===== config.mk =====
export PLATFORM = sky130hd
export DESIGN_NAME = adder_resp_misr_flat
export DESIGN_NICKNAME = d
export VERILOG_FILES = /design/src/rtl/adder_resp_if.sv /design/src/rtl/adder_resp_misr.sv /design/src/flat_wrapper.sv
export SDC_FILE = /design/constraint.sdc
export NUM_CORES = 1
export LEC_CHECK = 0
export CORE_MARGIN = 5
export CORE_UTILIZATION = 49
export CTS_BUF_LIST = sky130_fd_sc_hd__clkbuf_8
export CTS_CLUSTER_SIZE = 16
export DETAILED_ROUTE_END_ITERATION = 7
export GPL_TIMING_DRIVEN = 1
export HOLD_SLACK_MARGIN = 0.12
export MAX_ROUTING_LAYER = met4
export PLACE_DENSITY_LB_ADDON = 0.12
export SLEW_MARGIN = 0
export SYNTH_ARGS = -nofsm -noshare
export SYNTH_HDL_FRONTEND = slang
export SYNTH_SLANG_ARGS = --single-unit
export TNS_END_PERCENT = 5

===== constraint.sdc =====
create_clock -name clk -period 2.9 [get_ports clk]
set_input_delay 0.58 -clock clk [delete_from_list [all_inputs] [get_ports clk]]
set_output_delay 0.58 -clock clk [all_outputs]
set_load 0.05 [all_outputs]

===== src/rtl/adder_resp_if.sv =====
// Bus between the fault-simulation stimulus side and the adder response MISR:
// the response stream, run control and the signature/verdict status.
interface adder_resp_if #(
  parameter int W  = 5,
  parameter int CW = 9
);
  logic          start;
  logic          resp_valid;
  logic [W-1:0]  resp_data;
  logic [W-1:0]  exp_sig;
  logic          busy;
  logic          done;
  logic          pass;
  logic [W-1:0]  signature;
  logic [CW-1:0] pat_cnt;

  modport master (
    output start, resp_valid, resp_data, exp_sig,
    input  busy, done, pass, signature, pat_cnt
  );

  modport slave (
    input  start, resp_valid, resp_data, exp_sig,
    output busy, done, pass, signature, pat_cnt
  );
endinterface


===== src/rtl/adder_resp_misr.sv =====
// Compacts NPAT qualified adder responses into a MISR signature and compares
// the final signature against a golden value to give a pass/fail verdict.
module adder_resp_misr #(
  parameter int           W    = 5,
  parameter logic [W-1:0] POLY = 5'b00101,
  parameter logic [W-1:0] SEED = 5'b00000,
  parameter int           NPAT = 256,
  parameter int           CW   = $clog2(NPAT + 1)
) (
  input  logic         clk,
  input  logic         rst_n,
  adder_resp_if.slave  bus
);

  localparam logic [1:0] ST_IDLE = 2'd0;
  localparam logic [1:0] ST_RUN  = 2'd1;
  localparam logic [1:0] ST_DONE = 2'd2;

  logic [1:0]    state_q, state_d;
  logic [W-1:0]  sig_q,   sig_d;
  logic [CW-1:0] cnt_q,   cnt_d;
  logic          pass_q,  pass_d;
  logic [W-1:0]  sig_upd;

  // Shift toward the MSB; the bit shifted out feeds back through the taps.
  function automatic logic [W-1:0] misr_next(input logic [W-1:0] sig,
                                             input logic [W-1:0] d);
    misr_next = {sig[W-2:0], 1'b0} ^ (POLY & {W{sig[W-1]}}) ^ d;
  endfunction

  assign sig_upd = misr_next(sig_q, bus.resp_data);

  always_comb begin
    // NOTE: every variable gets its hold value first so no path infers a latch.
    state_d = state_q;
    sig_d   = sig_q;
    cnt_d   = cnt_q;
    pass_d  = pass_q;
    case (state_q)
      ST_IDLE, ST_DONE: begin
        if (bus.start) begin
          state_d = ST_RUN;
          sig_d   = SEED;
          cnt_d   = '0;
          pass_d  = 1'b0;
        end
      end
      ST_RUN: begin
        if (bus.resp_valid) begin
          sig_d = sig_upd;
          cnt_d = cnt_q + CW'(1);
          // Last response: the verdict uses the signature including this word.
          if (cnt_q == CW'(NPAT - 1)) begin
            state_d = ST_DONE;
            pass_d  = (sig_upd == bus.exp_sig);
          end
        end
      end
      default: state_d = ST_IDLE;
    endcase
  end

  always_ff @(posedge clk) begin
    // NOTE: state flops use non-blocking assignments so all update together.
    if (!rst_n) begin
      state_q <= ST_IDLE;
      sig_q   <= SEED;
      cnt_q   <= '0;
      pass_q  <= 1'b0;
    end else begin
      state_q <= state_d;
      sig_q   <= sig_d;
      cnt_q   <= cnt_d;
      pass_q  <= pass_d;
    end
  end

  // Status outputs decode flops only, so no input reaches an output directly.
  assign bus.busy      = (state_q == ST_RUN);
  assign bus.done      = (state_q == ST_DONE);
  assign bus.pass      = pass_q;
  assign bus.signature = sig_q;
  assign bus.pat_cnt   = cnt_q;

endmodule


===== src/flat_wrapper.sv =====
// flat-port wrapper written by rule: the top's interface ports become plain ports
module adder_resp_misr_flat 
#(
  parameter int           W    = 5,
  parameter logic [W-1:0] POLY = 5'b00101,
  parameter logic [W-1:0] SEED = 5'b00000,
  parameter int           NPAT = 256,
  parameter int           CW   = $clog2(NPAT + 1)
)
  (clk, rst_n, bus_start, bus_resp_valid, bus_resp_data, bus_exp_sig, bus_busy, bus_done, bus_pass, bus_signature, bus_pat_cnt);
  adder_resp_if #(.W(W), .CW(CW)) bus_i ();
  input  logic clk;
  input  logic rst_n;
  input wire logic [$bits(bus_i.start)-1:0] bus_start;
  input wire logic [$bits(bus_i.resp_valid)-1:0] bus_resp_valid;
  input wire logic [$bits(bus_i.resp_data)-1:0] bus_resp_data;
  input wire logic [$bits(bus_i.exp_sig)-1:0] bus_exp_sig;
  output wire logic [$bits(bus_i.busy)-1:0] bus_busy;
  output wire logic [$bits(bus_i.done)-1:0] bus_done;
  output wire logic [$bits(bus_i.pass)-1:0] bus_pass;
  output wire logic [$bits(bus_i.signature)-1:0] bus_signature;
  output wire logic [$bits(bus_i.pat_cnt)-1:0] bus_pat_cnt;
  assign bus_i.start = bus_start;
  assign bus_i.resp_valid = bus_resp_valid;
  assign bus_i.resp_data = bus_resp_data;
  assign bus_i.exp_sig = bus_exp_sig;
  assign bus_busy = bus_i.busy;
  assign bus_done = bus_i.done;
  assign bus_pass = bus_i.pass;
  assign bus_signature = bus_i.signature;
  assign bus_pat_cnt = bus_i.pat_cnt;
  adder_resp_misr #(.W(W), .POLY(POLY), .SEED(SEED), .NPAT(NPAT), .CW(CW)) u_core (.clk(clk), .rst_n(rst_n), .bus(bus_i));
endmodule

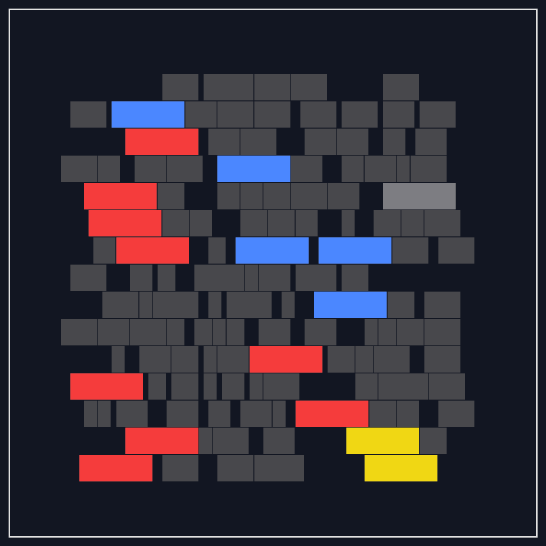
(sequential cells coloured by netlist name)
Drawn at 10 px/um.
- u_core.bus.signature: blue (flops 5; where middle)
- u_core.state_q: yellow (flops 2)
- u_core.bus.pat_cnt: red (flops 9)
- not coloured: 1
Seq area share: 27.2%
Seq. cell area: 340 um2

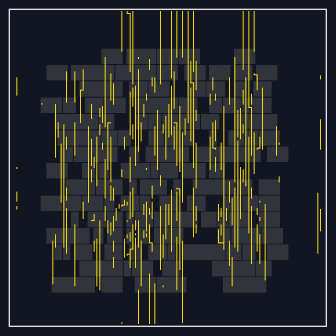
(the metal 2 layer)
Drawn at 6 px/um. Cells faint in the background.
- longest straight run: 23.8 um
- wire length on this layer: 986 um
DR vias: 814
Final Routed Wirelength: 2.10 mm

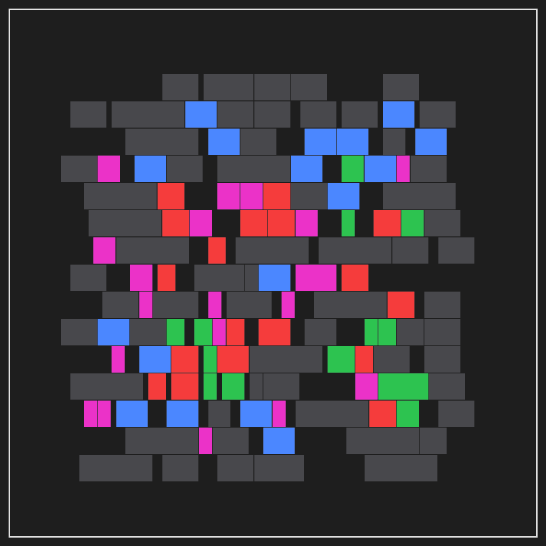
(logic cells by family)
Drawn at 10 px/um.
- NOR gates: magenta (cells 19)
- XOR/XNOR gates: blue (cells 17)
- inverting AOI/OAI gates: red (cells 18)
- NAND gates: green (cells 13)
logic share of the area: 42.4%
highest-count logic cell in the final layout: clkdlybuf4s50_1
Finished Layout Cells: 153

==> run_results.csv <==
group,metric,value,unit
status,status,"complete, no violations",
power,switching_power,0.000137,W
global_route,grt-ovfl-total,0,
worst_hold_path,holdPathStages,2,
power,clockPowerShare,33.8,%
power,pwr-share-seq,47.3,%
finish,largestClassByArea,"logic gates",
placement,gp_congestion,0.861,
worst_setup_path,endpoint,"bus_busy",
power,pg_clk,0.000174,W
timing,slew_headroom,66.1,%
timing,rsz0062_at_grt,"false",
finish,buffer_area_share,24.0,%
finish,layout.area.comb,531,um2
finish,fill_cells,142,
yosys,synth.cellmix.xorXnorShare,16.7,%
finish,final_area,0.00125,mm2
worst_setup_path,cp.arrival,1670,ps
finish,design.seq.count,17,
route,route.detailed.drc,0,
worst_setup_path,critical_path_class,"flop to primary output",
yosys,yosysChipArea,890,um2
worst_setup_path,required,2320,ps
timing,fin_ws,655,ps
power,power_combinational,0.0000974,W
timing,fin_crit_sh,77.4,%
clocking,clockRootBuffer,"clkbuf_8",
placement,placed_cell_area,0.00121,mm2
yosys,ys_top_logic_family,"simple AND/OR/NAND/NOR gates",
job,log.warning_count,26,
yosys,common_cells,"dfxtp_1, nor2_1, xor2_1",
timing,tns,0,ps
clocking,cts.sinks,17,
worst_setup_path,worstPathMaxFanout,6,
route,drtPass1Iterations,4,
yosys,synth_dominant_cell_count,"dfxtp_1",
yosys,synth_top_area_share,38.3,%
clocking,path_clk_slew,60,ps
yosys,ys_sh_adder,2.81,%
timing,worst_slew_pin_slew,507,ps
finish,n_all_inverters,1,
timing,hold_ws,467,ps
floorplanning,dieArea,0.00277,mm2
global_route,met1_usage,21.3,%
power,leakagePower,0.452,nW
timing,fmax,0.445,GHz
yosys,synth_cell_types,30,
worst_setup_path,crit_family,"buffers and inverters",
worst_setup_path,crit_path_cell_trace,"and2b_1 > clkdlybuf4s50_1",
No activity file was given, so power comes from the tool's default toggle rates.
